==> config.mk <==
export PLATFORM = sky130hd
export DESIGN_NAME = key_conditioner
export DESIGN_NICKNAME = d
export VERILOG_FILES = /design/src/rtl/key_conditioner.sv
export SDC_FILE = /design/constraint.sdc
export NUM_CORES = 1
export LEC_CHECK = 0
export ABC_AREA = 1
export CORE_MARGIN = 3
export CORE_UTILIZATION = 55
export DETAILED_ROUTE_END_ITERATION = 6
export PLACE_DENSITY = 0.73
export SYNTH_ARGS = -nofsm -noshare
export SYNTH_HDL_FRONTEND = slang
export SYNTH_SLANG_ARGS = --single-unit
==> constraint.sdc <==
create_clock -name i_clk -period 2.67 [get_ports i_clk]
set_clock_uncertainty 0.1 [all_clocks]
set_input_delay 0.534 -clock i_clk [delete_from_list [all_inputs] [get_ports i_clk]]
set_output_delay 0.534 -clock i_clk [all_outputs]
set_load 0.02 [all_outputs]
==> src/rtl/key_conditioner.sv <==
// key_conditioner: per-channel synchroniser, debouncer, edge pulses and
// hold-to-repeat generator for raw push-button inputs.
module key_conditioner #(
    parameter int unsigned NUM_KEYS        = 4,
    parameter bit          ACTIVE_LOW      = 1'b1,
    parameter int unsigned DEBOUNCE_CYCLES = 500000,
    parameter int unsigned HOLD_CYCLES     = 25000000,
    parameter int unsigned REPEAT_CYCLES   = 5000000
) (
    input  logic                i_clk,
    input  logic                i_rst_n,
    input  logic [NUM_KEYS-1:0] i_key,
    output logic [NUM_KEYS-1:0] o_level,
    output logic [NUM_KEYS-1:0] o_press,
    output logic [NUM_KEYS-1:0] o_release,
    output logic [NUM_KEYS-1:0] o_repeat,
    output logic                o_any_press
);

    localparam int unsigned DB_W   = (DEBOUNCE_CYCLES > 1) ? $clog2(DEBOUNCE_CYCLES) : 1;
    localparam int unsigned HR_MAX = (HOLD_CYCLES > REPEAT_CYCLES) ? HOLD_CYCLES : REPEAT_CYCLES;
    localparam int unsigned HC_W   = $clog2(HR_MAX + 1);

    localparam logic [DB_W-1:0] DB_LAST   = DB_W'(DEBOUNCE_CYCLES - 1);
    localparam logic [HC_W-1:0] HOLD_LAST = HC_W'(HOLD_CYCLES - 1);
    localparam logic [HC_W-1:0] REP_LAST  = HC_W'(REPEAT_CYCLES - 1);

    localparam logic [NUM_KEYS-1:0] IDLE_RAW = {NUM_KEYS{ACTIVE_LOW}};

    typedef enum logic [1:0] {
        ST_IDLE   = 2'd0,
        ST_HOLD   = 2'd1,
        ST_REPEAT = 2'd2
    } state_t;

    logic [NUM_KEYS-1:0] sync1;
    logic [NUM_KEYS-1:0] sync2;
    logic [NUM_KEYS-1:0] sample;

    logic [DB_W-1:0]     db_cnt      [NUM_KEYS];
    logic [DB_W-1:0]     db_cnt_next [NUM_KEYS];
    logic [NUM_KEYS-1:0] level_q;
    logic [NUM_KEYS-1:0] level_next;
    logic [NUM_KEYS-1:0] press_q;
    logic [NUM_KEYS-1:0] press_next;
    logic [NUM_KEYS-1:0] rel_q;
    logic [NUM_KEYS-1:0] rel_next;

    state_t              state      [NUM_KEYS];
    state_t              state_next [NUM_KEYS];
    logic [HC_W-1:0]     hold_cnt      [NUM_KEYS];
    logic [HC_W-1:0]     hold_cnt_next [NUM_KEYS];
    logic [NUM_KEYS-1:0] rep_q;
    logic [NUM_KEYS-1:0] rep_next;

    // Two-flop synchroniser, parked at the idle raw level during reset.
    always_ff @(posedge i_clk or negedge i_rst_n) begin
        if (!i_rst_n) begin
            sync1 <= IDLE_RAW;
            sync2 <= IDLE_RAW;
        end else begin
            sync1 <= i_key;
            sync2 <= sync1;
        end
    end

    // Normalise so that 1 always means pressed.
    assign sample = sync2 ^ IDLE_RAW;

    // Debounce decision and edge detection for every channel.
    always_comb begin
        level_next = level_q;
        press_next = '0;
        rel_next   = '0;
        for (int unsigned i = 0; i < NUM_KEYS; i++) begin
            db_cnt_next[i] = '0;
            if (sample[i] != level_q[i]) begin
                if (db_cnt[i] == DB_LAST) begin
                    level_next[i] = sample[i];
                    press_next[i] = sample[i];
                    rel_next[i]   = ~sample[i];
                end else begin
                    db_cnt_next[i] = db_cnt[i] + 1'b1;
                end
            end
        end
    end

    // Debounce counters, accepted levels and registered edge pulses.
    always_ff @(posedge i_clk or negedge i_rst_n) begin
        if (!i_rst_n) begin
            for (int unsigned i = 0; i < NUM_KEYS; i++) begin
                db_cnt[i] <= '0;
            end
            level_q <= '0;
            press_q <= '0;
            rel_q   <= '0;
        end else begin
            for (int unsigned i = 0; i < NUM_KEYS; i++) begin
                db_cnt[i] <= db_cnt_next[i];
            end
            level_q <= level_next;
            press_q <= press_next;
            rel_q   <= rel_next;
        end
    end

    // Repeat FSM next state; it follows the level being registered this edge,
    // so o_repeat can never coincide with a low o_level (release cycle included).
    always_comb begin
        rep_next = '0;
        for (int unsigned i = 0; i < NUM_KEYS; i++) begin
            state_next[i]    = state[i];
            hold_cnt_next[i] = hold_cnt[i];
            if (!level_next[i]) begin
                state_next[i]    = ST_IDLE;
                hold_cnt_next[i] = '0;
            end else begin
                case (state[i])
                    ST_IDLE: begin
                        if (press_next[i]) begin
                            state_next[i]    = ST_HOLD;
                            hold_cnt_next[i] = '0;
                        end
                    end
                    ST_HOLD: begin
                        if (hold_cnt[i] == HOLD_LAST) begin
                            rep_next[i]      = 1'b1;
                            state_next[i]    = ST_REPEAT;
                            hold_cnt_next[i] = '0;
                        end else begin
                            hold_cnt_next[i] = hold_cnt[i] + 1'b1;
                        end
                    end
                    ST_REPEAT: begin
                        if (hold_cnt[i] == REP_LAST) begin
                            rep_next[i]      = 1'b1;
                            hold_cnt_next[i] = '0;
                        end else begin
                            hold_cnt_next[i] = hold_cnt[i] + 1'b1;
                        end
                    end
                    default: begin
                        state_next[i]    = ST_IDLE;
                        hold_cnt_next[i] = '0;
                    end
                endcase
            end
        end
    end

    // Repeat FSM state, hold counters and registered repeat pulses.
    always_ff @(posedge i_clk or negedge i_rst_n) begin
        if (!i_rst_n) begin
            for (int unsigned i = 0; i < NUM_KEYS; i++) begin
                state[i]    <= ST_IDLE;
                hold_cnt[i] <= '0;
            end
            rep_q <= '0;
        end else begin
            for (int unsigned i = 0; i < NUM_KEYS; i++) begin
                state[i]    <= state_next[i];
                hold_cnt[i] <= hold_cnt_next[i];
            end
            rep_q <= rep_next;
        end
    end

    assign o_level     = level_q;
    assign o_press     = press_q;
    assign o_release   = rel_q;
    assign o_repeat    = rep_q;
    assign o_any_press = |press_q;

endmodule

**Placed standard cells**

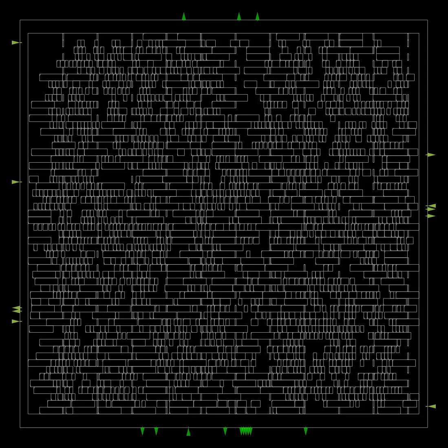
Core Region: 23,800 um^2
FP Rows: 56

**Gate-type map**

Scale: 2 px per um.
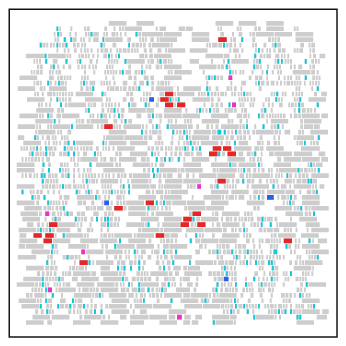
- cyan: inv cells (cells 262; where widely spread)
- magenta: and/or cells (cells 7)
- blue: non-inverting ao/oa cells (cells 4)
- red: fa/ha/maj cells (cells 24)

**Metal layers overlaid**

Scale: 2 px per um. Only two layers are drawn.
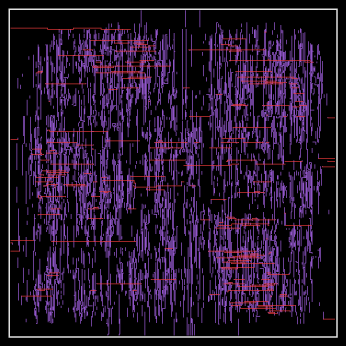
- red: M3 (wire length 1,780 um)
- purple: M2 (wire length 15,500 um)

**Routed metal per tile**

Scale: 1.5 px per um. 33 x 33 tiles, from dark purple (low) to yellow (high), scaled to the fullest tile. Values are wire area over tile area, all layers added.
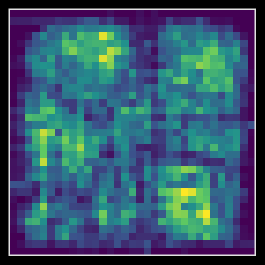
- mean over tiles: 0.20
- emptiest ninth of the die: bottom left
- nearly empty tiles: 9.9%
- densest ninth of the die: left middle

==> flow_metrics.env <==
# physical design summary
export IMPL_dieArea_um2=26600
export IMPL_fmax_mhz=385
export IMPL_cts_root_buf="clkbuf_16"
export IMPL_grt_start_max_net_pins=52
export IMPL_fp_util_pct=57.0
export IMPL_topCellsByArea="dfrtp_1 37%, nand2_1 15%, nor2_1 9.7%, inv_1 7.1%, nand3_1 6.9%"
export IMPL_area_delta_synth_final_pct=10.8
export IMPL_ys_seq_share_pct=38.4
export IMPL_final_cell_mix="550 x nand2_1, 351 x nor2_1, 257 x inv_1, 200 x dfrtp_1, 186 x nand3_1"
export IMPL_die_h_um=163
export IMPL_grt_ovfl_total=0
export IMPL_critPathRequiredTime_ps=2040
export IMPL_cts_buffers=24
export IMPL_worst_path_max_delay_cell="clkdlybuf4s50_1"
export IMPL_wl_per_cell_um=14.1
export IMPL_hold_depth=0
export IMPL_hold_class="reg -> reg"
export IMPL_r2r_setup_slack_ps=260
export IMPL_warnings=38
export IMPL_r2r_start="db_cnt[19]"
export IMPL_timing_rr_end="state[3]"
export IMPL_critical_path_max_stage_delay_ps=550
export IMPL_tightest_slew_ps=641
export IMPL_clock_latency_ps=520
export IMPL_pre_cts_slack_ps=227
export IMPL_worstPathCellList="or4_1, clkdlybuf4s50_1"
export IMPL_nNetsFinal=2087
export IMPL_ant_nets=0
export IMPL_cellPowerDensity_nw_per_um2=449
export IMPL_cts_tree="done"
export IMPL_finalCritPeriodShare_pct=97.3
export IMPL_grt_pass1_wl_mm=58.2
export IMPL_p_leak_nw=6.85
export IMPL_maxSlewViolCount=0
export IMPL_holdWs_ps=253
export IMPL_status="finished clean"
export IMPL_top_area_share_pct=36.9
export IMPL_syn_avg_cell_area_um2=6.70
export IMPL_diodes=0
export IMPL_ys_ff=208
export IMPL_path_class="reg -> out"
export IMPL_drt_pass1_iter_count=5
export IMPL_postCtsSetupBuffers=0
export IMPL_syn_area_um2=13600
export IMPL_worst_slack_ps=72.3
export IMPL_r2r_cells=12
export IMPL_arrival_ps=1960
export IMPL_num_vias=13045
export IMPL_min_period_ps=2600
export IMPL_postSynth_asyncResetShare_pct=100
export IMPL_layout_cells_most_common="nand2_1"
export IMPL_drt_iter0_markers=1129
export IMPL_first_global_vias=12260
export IMPL_design_area_um2=15000
export IMPL_syn_num_nets=2056
export IMPL_wirelength_mm=33.7
export IMPL_fillers=2174
export IMPL_yosysWarnings=0
export IMPL_drv_cap=0
export IMPL_setup_viol=0
export IMPL_crit_path_start_kind="flip-flop"
export IMPL_clk_pin_slew_ps=60
export IMPL_edf_count=0
export IMPL_irDropWorstVdd_mv=0.490
-- synthesized netlist by cell type, types with 2 or more instances --
cell,instances
o21a_1,2
dfrtp_1,200
o21ai_1,10
and3_1,2
nand3_4,2
a21oi_1,76
nor2_2,13
inv_1,257
inv_2,3
dfstp_2,8
nand2_2,10
nand3b_1,5
nor4_1,6
nor3b_1,6
buf_2,14
nand2_1,550
buf_6,2
o21ai_0,55
a211oi_1,10
nand4_1,110
nor2_1,351
nor3_1,33
ha_1,24
o21bai_1,5
and2_1,3
xor2_1,39
xnor2_1,3
nor2_4,5
buf_4,8
clkbuf_1,12
buf_1,3
nand3_1,186
-- state kept, by name (all words and copies together) (netlist names) --
register,count
sync1,4
sync2,4
state,8
o_level,4
hold_cnt,100
o_press,4
o_release,4
db_cnt,76
o_repeat,4
-- worst max-delay path by stage --
stage | startpoint | cells past startpoint | slack, ps | endpoint
after floorplan | db_cnt[19] | 13 | 770 | hold_cnt[28]
after global placement | db_cnt[19] | 12 | 370 | hold_cnt[25]
after detailed placement | db_cnt[19] | 12 | 230 | hold_cnt[25]
after CTS | o_press[1] | 2 | 30 | o_any_press
after global routing | o_press[1] | 2 | 10 | o_any_press
final | o_press[1] | 2 | 70 | o_any_press
-- final cells by class --
| cell class | instances | area [um^2] | share of cell area (%) |
|---|---|---|---|
| clock buffer | 37 | 741 | 4.93 |
| timing repair buffer | 44 | 443 | 2.95 |
| tap | 319 | 399 | 2.66 |
| inverter | 262 | 988 | 6.58 |
| multi-input combinational | 1517 | 7160 | 47.6 |
| sequential | 208 | 5220 | 34.7 |
| clock inverter | 7 | 87.6 | 0.583 |
-- layer usage --
layer | vias up | track usage [%] | part of all wire (%)
met5 | - | 0 | 0
met4 | 0 | 6.07 | 1.8
met3 | 52 | 2.97 | 5.3
met2 | 360 | 42.1 | 46
met1 | 6045 | 37.2 | 47
li1 | 6588 | - | -
-- critical path, delay by kind of cell, from the launching register on --
kind	cells	cell delay, ps
buffers and inverters	1	550
and+or+nand+nor	1	510
DFF	1	390
-- kinds of logic after synthesis --
group / share of synthesized area, %
AND-OR/OR-AND: 6.50
XOR/XNOR: 2.71
adder cells (fa/ha/maj): 2.21
buffers and inverters: 8.81
flip-flops: 38.4
AND/OR/NAND/NOR: 41.3
-- through the flow --
step | instances | total power [mW]
final | 2394 | 6.74
after global routing | 2394 | 6.98
after CTS | 2394 | 6.84
after detailed placement | 2349 | 3.40
after global placement | 2349 | 3.40
after floorplan | 2026 | 3.29
-- report_power, final --
group	internal (mW)	switching, mW	leakage [nW]
Clock	2.10	1.31	0.408
Combinational	0.0390	0.102	3.57
Sequential	3.18	0.0192	2.87
Total	5.31	1.43	6.85
-- timing repair --
| item | CTS | global route |
|---|---|---|
| hold endpoints to repair | 45 | 0 |
| hold buffers | 1 | 0 |
| setup endpoints to repair | 0 | 2 |
| gates resized | 0 | 1 |
Power figures rest on the tool's default switching activity, not on a simulated workload.
